`src/rtl/bcd_seq_adder.sv`:
```
// Digit-serial packed-BCD adder/subtractor: one decimal digit per clock, LSD first,
// behind a start valid/ready handshake with a held result until out_ready.
module bcd_seq_adder #(
  parameter int unsigned DIGITS = 4
) (
  input  logic                  clk,
  input  logic                  rst,
  input  logic                  start_valid,
  output logic                  start_ready,
  input  logic [4*DIGITS-1:0]   a,
  input  logic [4*DIGITS-1:0]   b,
  input  logic                  cin,
  input  logic                  sub,
  output logic [4*DIGITS-1:0]   sum,
  output logic                  cout,
  output logic                  err,
  output logic                  out_valid,
  input  logic                  out_ready
);

  localparam int unsigned W    = 4 * DIGITS;
  localparam int unsigned CntW = (DIGITS > 1) ? $clog2(DIGITS) : 1;
  localparam logic [CntW-1:0] LastCnt = CntW'(DIGITS - 1);

  typedef enum logic [1:0] {StIdle, StRun, StDone} state_e;

  state_e          r_state, w_state_next;
  logic [W-1:0]    r_a, r_b, r_acc, r_sum;
  logic            r_sub, r_carry, r_err_acc, r_cout, r_err;
  logic [CntW-1:0] r_cnt;

  logic            w_accept, w_last, w_gt9, w_dig_err;
  logic [3:0]      w_a_dig, w_b_dig, w_b_eff, w_digit;
  logic [4:0]      w_t;
  logic [W-1:0]    w_acc_next;

  // State register
  always_ff @(posedge clk) begin
    if (rst) r_state <= StIdle;
    else     r_state <= w_state_next;
  end

  // Next-state logic
  always_comb begin
    w_state_next = r_state;
    unique case (r_state)
      StIdle:  if (start_valid)      w_state_next = StRun;
      StRun:   if (r_cnt == LastCnt) w_state_next = StDone;
      StDone:  if (out_ready)        w_state_next = StIdle;
      default:                       w_state_next = StIdle;
    endcase
  end

  // Outputs decoded from state
  always_comb begin
    start_ready = (r_state == StIdle) && !rst;
    out_valid   = (r_state == StDone);
  end

  assign w_accept = start_valid && start_ready;
  assign w_last   = (r_state == StRun) && (r_cnt == LastCnt);

  // Subtraction uses the 9's complement of B with the inverted borrow as initial carry
  assign w_a_dig    = r_a[3:0];
  assign w_b_dig    = r_b[3:0];
  assign w_b_eff    = r_sub ? (4'd9 - w_b_dig) : w_b_dig;
  assign w_t        = {1'b0, w_a_dig} + {1'b0, w_b_eff} + {4'b0, r_carry};
  assign w_gt9      = (w_t > 5'd9);
  assign w_digit    = w_gt9 ? (w_t[3:0] + 4'd6) : w_t[3:0];
  assign w_dig_err  = (w_a_dig > 4'd9) || (w_b_dig > 4'd9);
  assign w_acc_next = (r_acc >> 4) | (W'(w_digit) << (W - 4));

  always_ff @(posedge clk) begin
    if (rst) begin
      r_a       <= '0;
      r_b       <= '0;
      r_acc     <= '0;
      r_sub     <= 1'b0;
      r_carry   <= 1'b0;
      r_err_acc <= 1'b0;
      r_cnt     <= '0;
      r_sum     <= '0;
      r_cout    <= 1'b0;
      r_err     <= 1'b0;
    end else if (w_accept) begin
      r_a       <= a;
      r_b       <= b;
      r_sub     <= sub;
      r_carry   <= sub ? ~cin : cin;
      r_err_acc <= 1'b0;
      r_cnt     <= '0;
    end else if (r_state == StRun) begin
      r_a       <= r_a >> 4;
      r_b       <= r_b >> 4;
      r_carry   <= w_gt9;
      r_err_acc <= r_err_acc | w_dig_err;
      r_cnt     <= r_cnt + CntW'(1);
      r_acc     <= w_acc_next;
      if (w_last) begin
        r_sum  <= w_acc_next;
        r_cout <= w_gt9;
        r_err  <= r_err_acc | w_dig_err;
      end
    end
  end

  assign sum  = r_sum;
  assign cout = r_cout;
  assign err  = r_err;

endmodule
```
`config.mk`:
```
export PLATFORM = sky130hd
export DESIGN_NAME = bcd_seq_adder
export DESIGN_NICKNAME = d
export VERILOG_FILES = /design/src/rtl/bcd_seq_adder.sv
export SDC_FILE = /design/constraint.sdc
export NUM_CORES = 1
export LEC_CHECK = 0
export ABC_CLOCK_PERIOD_IN_PS = 6530
export CAP_MARGIN = 20
export CORE_MARGIN = 2
export CORE_UTILIZATION = 35
export CTS_CLUSTER_DIAMETER = 150
export DETAILED_ROUTE_END_ITERATION = 6
export PLACE_DENSITY = 0.59
export SLEW_MARGIN = 0
export SYNTH_ARGS = -nofsm -noshare
export SYNTH_HDL_FRONTEND = slang
export SYNTH_SLANG_ARGS = --single-unit
export TNS_END_PERCENT = 100
```
`constraint.sdc`:
```
create_clock -name clk -period 6.53 [get_ports clk]
set_clock_uncertainty 0.15 [all_clocks]
set_input_delay 1.959 -clock clk [delete_from_list [all_inputs] [get_ports clk]]
set_output_delay 1.959 -clock clk [all_outputs]
set_load 0.1 [all_outputs]
```
Figure 1. Cell classes on the final placement (run 1).
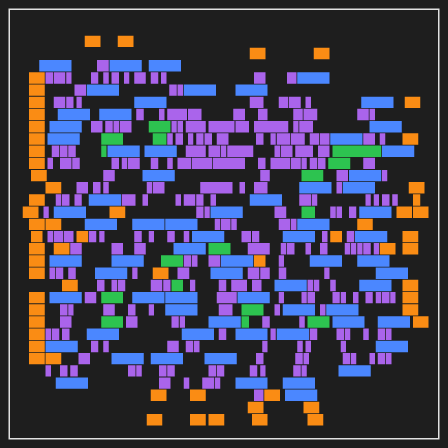
| colour | class | cells | share of their area |
|---|---|---|---|
| purple | all other logic | 252 | 40% |
| green | clock drivers and dummy loads | 16 | 5.6% |
| orange | other buffers and delay cells | 60 | 16% |
| blue | flip-flops | 69 | 38% |

Figure 2. Sizing map (run 1).
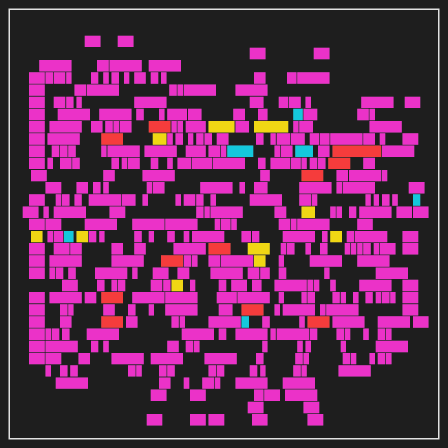
| colour | size | cells | share |
|---|---|---|---|
| magenta | drive 1 or less | 370 | 93% |
| yellow | drive 3 to 4 | 10 | 2.5% |
| red | drive 6 and up | 11 | 2.8% |
| cyan | drive 2 | 6 | 1.5% |
Finished Cell Area: 0.00374 mm²
setup ws final: 1570 ps
Area Growth Syn to Fin: 27.9%
count of non-CTS buffers in the layout: 60

==> tab_implementation.tex, run 1 <==
% Table of physical implementation metrics
\begin{tabular}{lr}
\hline
Metric & Value \\
\hline
\multicolumn{2}{l}{\textbf{Status}} \\
Run status & completed \\
\multicolumn{2}{l}{\textbf{Pwr}} \\
Switching power summed over all nets & approximately 0.27 mW \\
Sequential group share of total power & between 40\% and 50\% \\
Power share of the combinational group & between 10\% and 20\% \\
Internal power & roughly 0.69 mW \\
Power per cell area & 255 mW/mm² \\
Fraction of power spent switching nets & 27.9\% \\
\multicolumn{2}{l}{\textbf{STA}} \\
Slew headroom & 33.1\% \\
\multicolumn{2}{l}{\textbf{Clock tree}} \\
PostCTS Resize Cnt & 0 \\
CTS Buf Count & 9 \\
Post-CTS setup buffer count & 0 \\
\multicolumn{2}{l}{\textbf{Setup path}} \\
Worst Path Buf+Inv & 2 \\
Maximum fanout encountered on the critical timing path & 3 \\
WP data required & 4420 ps \\
\multicolumn{2}{l}{\textbf{Layout}} \\
Final instance count without filler cells & between 500 and 600 \\
Most common cell after layout, fill and taps aside & sky130\_fd\_sc\_hd\_\_nand2\_1 \\
Cell group occupying the most layout area & logic gates \\
Non-clock inverter count & 6 \\
\multicolumn{2}{l}{\textbf{Synth}} \\
Post-synth ARST share & 0\% \\
Number of distinct library cell variants in the gate-level netlist after synthesis & 43 \\
\multicolumn{2}{l}{\textbf{Die}} \\
Height of the die & approximately 95 µm \\
\multicolumn{2}{l}{\textbf{Routing}} \\
Number of nets still failing antenna checks after routing & 0 \\
\hline
\end{tabular}
Figure 3. Routing congestion (run 1).
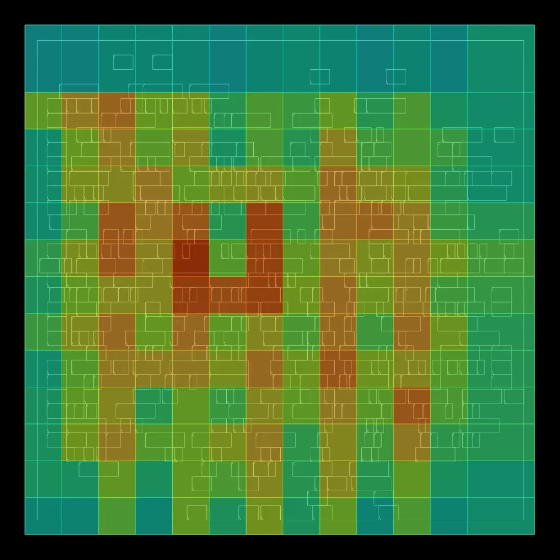
Core Util, Final: 45.7%
wire length per cell: 13.2 µm
grt peak-use layer: met2
total routing usage reported by global routing: 15.6%
Global Route met2 Usage: 24.8%

## run 1: metal layers
metal / share of wire, % / wire [µm]
met4: 1.5 / 98
met5: 0 / 0
met3: 5.4 / 361
met1: 48 / 3200
met2: 45 / 2990
## run 1: power groups by stage
stage          Sequential, mW  Clock, mW  Combinational, mW
3_3_place_gp            0.461          0              0.147
3_5_place_dp            0.461          0              0.148
6_report                0.451      0.352              0.149
5_1_grt                 0.454      0.376              0.165
2_1_floorplan           0.459          0              0.103
4_1_cts                 0.451      0.361              0.149
## run 1: path summary, 6_finish.rpt
check,endpoint,slack [ps],start
setup / recovery,start_ready,1570,rst
hold reg to reg,sum[3],300,r_acc[7]
setup reg to reg,sum[15],3480,r_sub
hold / removal,sum[3],300,r_acc[7]
## Run 2: what changed since run 1
--- a/config.mk
+++ b/config.mk
@@ -5,7 +5,7 @@
 export SDC_FILE = /design/constraint.sdc
 export NUM_CORES = 1
 export LEC_CHECK = 0
-export ABC_CLOCK_PERIOD_IN_PS = 6530
+export ABC_CLOCK_PERIOD_IN_PS = 5000
 export CAP_MARGIN = 20
 export CORE_MARGIN = 2
 export CORE_UTILIZATION = 35
==> constraint.sdc (replaced) <==
create_clock -name clk -period 5 [get_ports clk]
set_clock_uncertainty 0.15 [all_clocks]
set_input_delay 1.5 -clock clk [delete_from_list [all_inputs] [get_ports clk]]
set_output_delay 1.5 -clock clk [all_outputs]
set_load 0.1 [all_outputs]
Figure 4. Where the registers sit (run 2).
Other sequential cells in the stronger grey, the rest of the logic in the fainter grey.
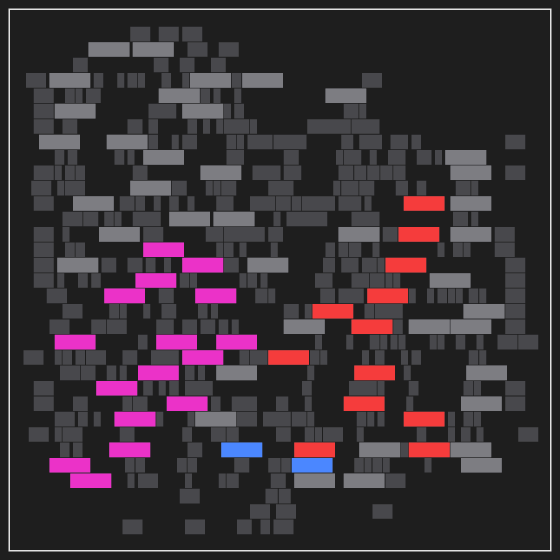
| colour | name in the netlist | sequential cells |
|---|---|---|
| blue | r_state | 2 |
| red | r_acc | 12 |
| magenta | r_a | 16 |
Core Util, Final: 45.5%
sequential power: 0.590 mW
sequential share of cell area: 37.2%
area occupied by registers: 0.00138 mm²

Figure 5. Cell density map (run 2).
10 x 10 tiles, from black (low) to pale yellow (high), 0 to 100% covered.
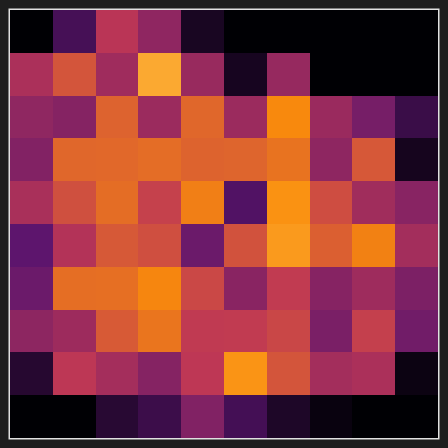
mean over tiles: 39%
emptiest ninth of the die: north-east
fullest tile: 81%
tiles over 75% full: 4.0%
Init Core Util: 35.8%
core area: 0.00818 mm²

Figure 6. Sizing map (run 2).
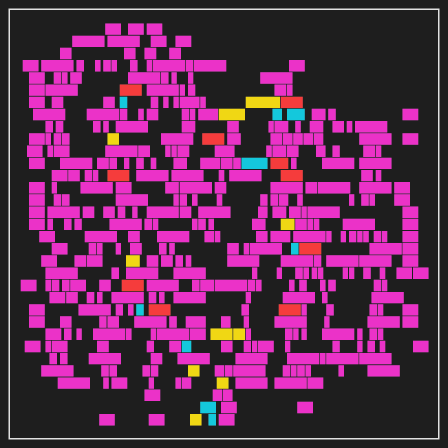
Area Growth Syn to Fin: 27.2%
Finished Cell Area: 0.00372 mm²

==> run 2 against run 1 <==
Effect of this change:
- synthesized area unchanged
- register-to-register slack worse by 1600 ps
- hold slack better by 2.0 ps
- global-route usage down 0.17 points
- setup slack worse by 350 ps
- final cell count unchanged
- critical endpoint is now out_valid
- cell area down 0.57%
- largest power group unchanged
- critical path depth down 1
==> tab_implementation.tex, run 2 <==
% Table of physical implementation metrics
\begin{tabular}{lr}
\hline
Metric & Value \\
\hline
\multicolumn{2}{l}{\textbf{Pwr}} \\
Power dissipated in the clock network & 0.406 mW (+15\%) \\
Switching power summed over all nets & 0.355 mW (+34\%) \\
Comb power & 0.194 mW (+30\%) \\
Sequential group share of total power & 49.6\% (+2.2 points) \\
Power share of the combinational group & 16.3\% (+0.7 points) \\
\multicolumn{2}{l}{\textbf{Die}} \\
Height of the die & 95.4 µm (unchanged) \\
\multicolumn{2}{l}{\textbf{Worst hold path}} \\
Hold worst-path end & sum[0] \\
Start point of the worst hold path & sum[0] \\
\multicolumn{2}{l}{\textbf{Global routing}} \\
Total routing usage reported by global routing & 15.4\% (-0.17 points) \\
Grt peak-use layer & met2 \\
\multicolumn{2}{l}{\textbf{Layout}} \\
Final instance count without filler cells & 502 (unchanged) \\
Most common cell after layout, fill and taps aside & sky130\_fd\_sc\_hd\_\_nand2\_1 \\
\multicolumn{2}{l}{\textbf{Clock tree}} \\
PostCTS Resize Cnt & 0 (unchanged) \\
\multicolumn{2}{l}{\textbf{Synth}} \\
Post-synth ARST share & 0\% (unchanged) \\
Number of distinct library cell variants in the gate-level netlist after synthesis & 43 (unchanged) \\
\multicolumn{2}{l}{\textbf{Routing}} \\
Max layer used & met4 \\
\multicolumn{2}{l}{\textbf{Status}} \\
Run status & completed \\
\multicolumn{2}{l}{\textbf{Setup path}} \\
Startpoint of the worst register-to-register path & r\_sub \\
Worst setup startpoint & r\_state[1] \\
Worst Path Buf+Inv & 1 (-1) \\
\hline
\end{tabular}
[run 2: cell counts after synthesis]
Identical to the previous run, type by type.
[run 2: area by class of cell]
class / count / area share (%)
Sequential cell: 69 / 37.2
Clock inverter: 7 / 1.38
Multi-Input combinational cell: 246 / 38.2
Timing Repair Buffer: 60 / 15.8
Tap cell: 105 / 3.53
Clock buffer: 9 / 3.33
Inverter: 6 / 0.606
[run 2: kinds of logic (layout without fill, tap and decap cells)]
| group | Yosys count | count (layout) |
|---|---|---|
| compound gates | 107 | 107 |
| xor+xnor | 5 | 5 |
| fa+ha+maj | 8 | 8 |
| buf+inv | 31 | 82 |
| flops | 69 | 69 |
| mux | 1 | 1 |
| simple gates | 125 | 125 |
## Run 3: what changed since run 2
--- a/config.mk
+++ b/config.mk
@@ -5,7 +5,7 @@
 export SDC_FILE = /design/constraint.sdc
 export NUM_CORES = 1
 export LEC_CHECK = 0
-export ABC_CLOCK_PERIOD_IN_PS = 5000
+export ABC_CLOCK_PERIOD_IN_PS = 3800
 export CAP_MARGIN = 20
 export CORE_MARGIN = 2
 export CORE_UTILIZATION = 35
==> constraint.sdc (replaced) <==
create_clock -name clk -period 3.8 [get_ports clk]
set_clock_uncertainty 0.15 [all_clocks]
set_input_delay 1.14 -clock clk [delete_from_list [all_inputs] [get_ports clk]]
set_output_delay 1.14 -clock clk [all_outputs]
set_load 0.1 [all_outputs]
Figure 7. Routing congestion (run 3).
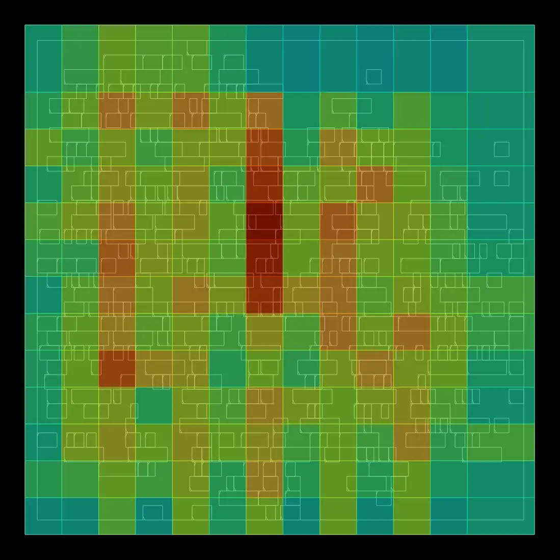
met1 routing resource usage after global routing: 21.4%
total routing usage reported by global routing: 16.4%
routing usage on met3: 3.95%
wire length per cell: 13.4 µm

Figure 8. Cell density map (run 3).
10 x 10 tiles, from black (low) to pale yellow (high), 0 to 100% covered.
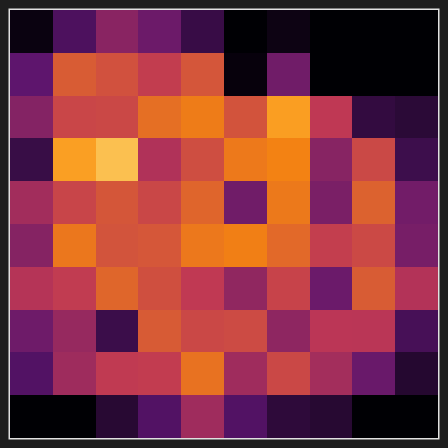
nearly empty tiles: 12%
emptiest ninth of the die: north-east
fullest tile: 86%

Figure 9. Where the registers sit (run 3).
Other sequential cells in the stronger grey, the rest of the logic in the fainter grey.
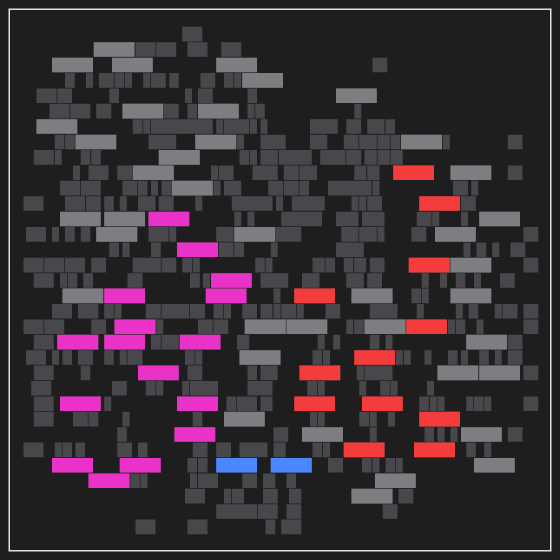
sequential power: 0.776 mW
Core Util, Final: 45.5%
sequential share of cell area: 37.1%

==> run 3 against run 2 <==
Effect of this change:
- via count increased by 1.4%
- core utilization about the same
- setup slack lost 480 ps
- final cell count increased by 0.20%
- cell area rose by 0.10%
- first-iteration DRC count rose by 51%
- wire length is 0.30% lower
- sequential share of layout area is essentially flat
- register-to-register slack got worse by 1200 ps
- power rose by 40%
- largest cell class unchanged
- highest routed layer unchanged
==> tab_implementation.tex, run 3 <==
% Table of physical implementation metrics
\begin{tabular}{lr}
\hline
Metric & Value \\
\hline
\multicolumn{2}{l}{\textbf{Pwr}} \\
Power dissipated in the clock network & 0.626 mW (+54\%) \\
Switching power summed over all nets & 0.487 mW (+37\%) \\
Sequential group share of total power & 46.7\% (-2.9 points) \\
Comb power & 0.261 mW (+35\%) \\
Overall power consumption & between 1.5 and 2 mW \\
\multicolumn{2}{l}{\textbf{Setup path}} \\
Startpoint of the worst register-to-register path & r\_sub \\
Worst Path Buf+Inv & 2 (+1) \\
WP data required & 3840 ps \\
Worst setup startpoint & r\_sub \\
\multicolumn{2}{l}{\textbf{Worst hold path}} \\
Start point of the worst hold path & sum[3] \\
Hold worst-path end & sum[3] \\
\multicolumn{2}{l}{\textbf{Global routing}} \\
Grt peak-use layer & met2 \\
\multicolumn{2}{l}{\textbf{Status}} \\
Run status & completed \\
\multicolumn{2}{l}{\textbf{Synth}} \\
Post-synth ARST share & 0\% (unchanged) \\
\multicolumn{2}{l}{\textbf{Layout}} \\
Final instance count without filler cells & 503 (+0.20\%) \\
Area Growth Syn to Fin & 27.3\% \\
Most common cell after layout, fill and taps aside & sky130\_fd\_sc\_hd\_\_nand2\_1 \\
\multicolumn{2}{l}{\textbf{Die}} \\
Init Core Util & 35.8\% (unchanged) \\
Height of the die & 95.4 µm (unchanged) \\
\multicolumn{2}{l}{\textbf{Routing}} \\
Detailed-routing wirelength on met1 & between 3000 and 4000 µm \\
Max layer used & met4 \\
\multicolumn{2}{l}{\textbf{Clock tree}} \\
PostCTS Resize Cnt & 0 (unchanged) \\
\hline
\end{tabular}
## run 3: cell counts after synthesis
No cell type changed its count.
## run 3: cells by family (layout without fill, tap and decap cells)
logic type                 count (synthesis)  in the layout
xor gates and xnor gates                   5              5
AOI/OAI and AO/OA                        107            107
buffers and inverters                     31             83
DFF                                       69             69
and+or+nand+nor                          125            125
adders and majority gates                  8              8
muxes                                      1              1
## run 3: final cells by class
type	count	area [µm²]
Inverter	6	22.5
Sequential cell	69	1380
Tap cell	105	131
Fill cell	842	4450
Multi-Input combinational cell	246	1420
Timing Repair Buffer	61	558
Clock inverter	7	82.6
Clock buffer	9	124
Power figures rest on the tool's default switching activity, not on a simulated workload.
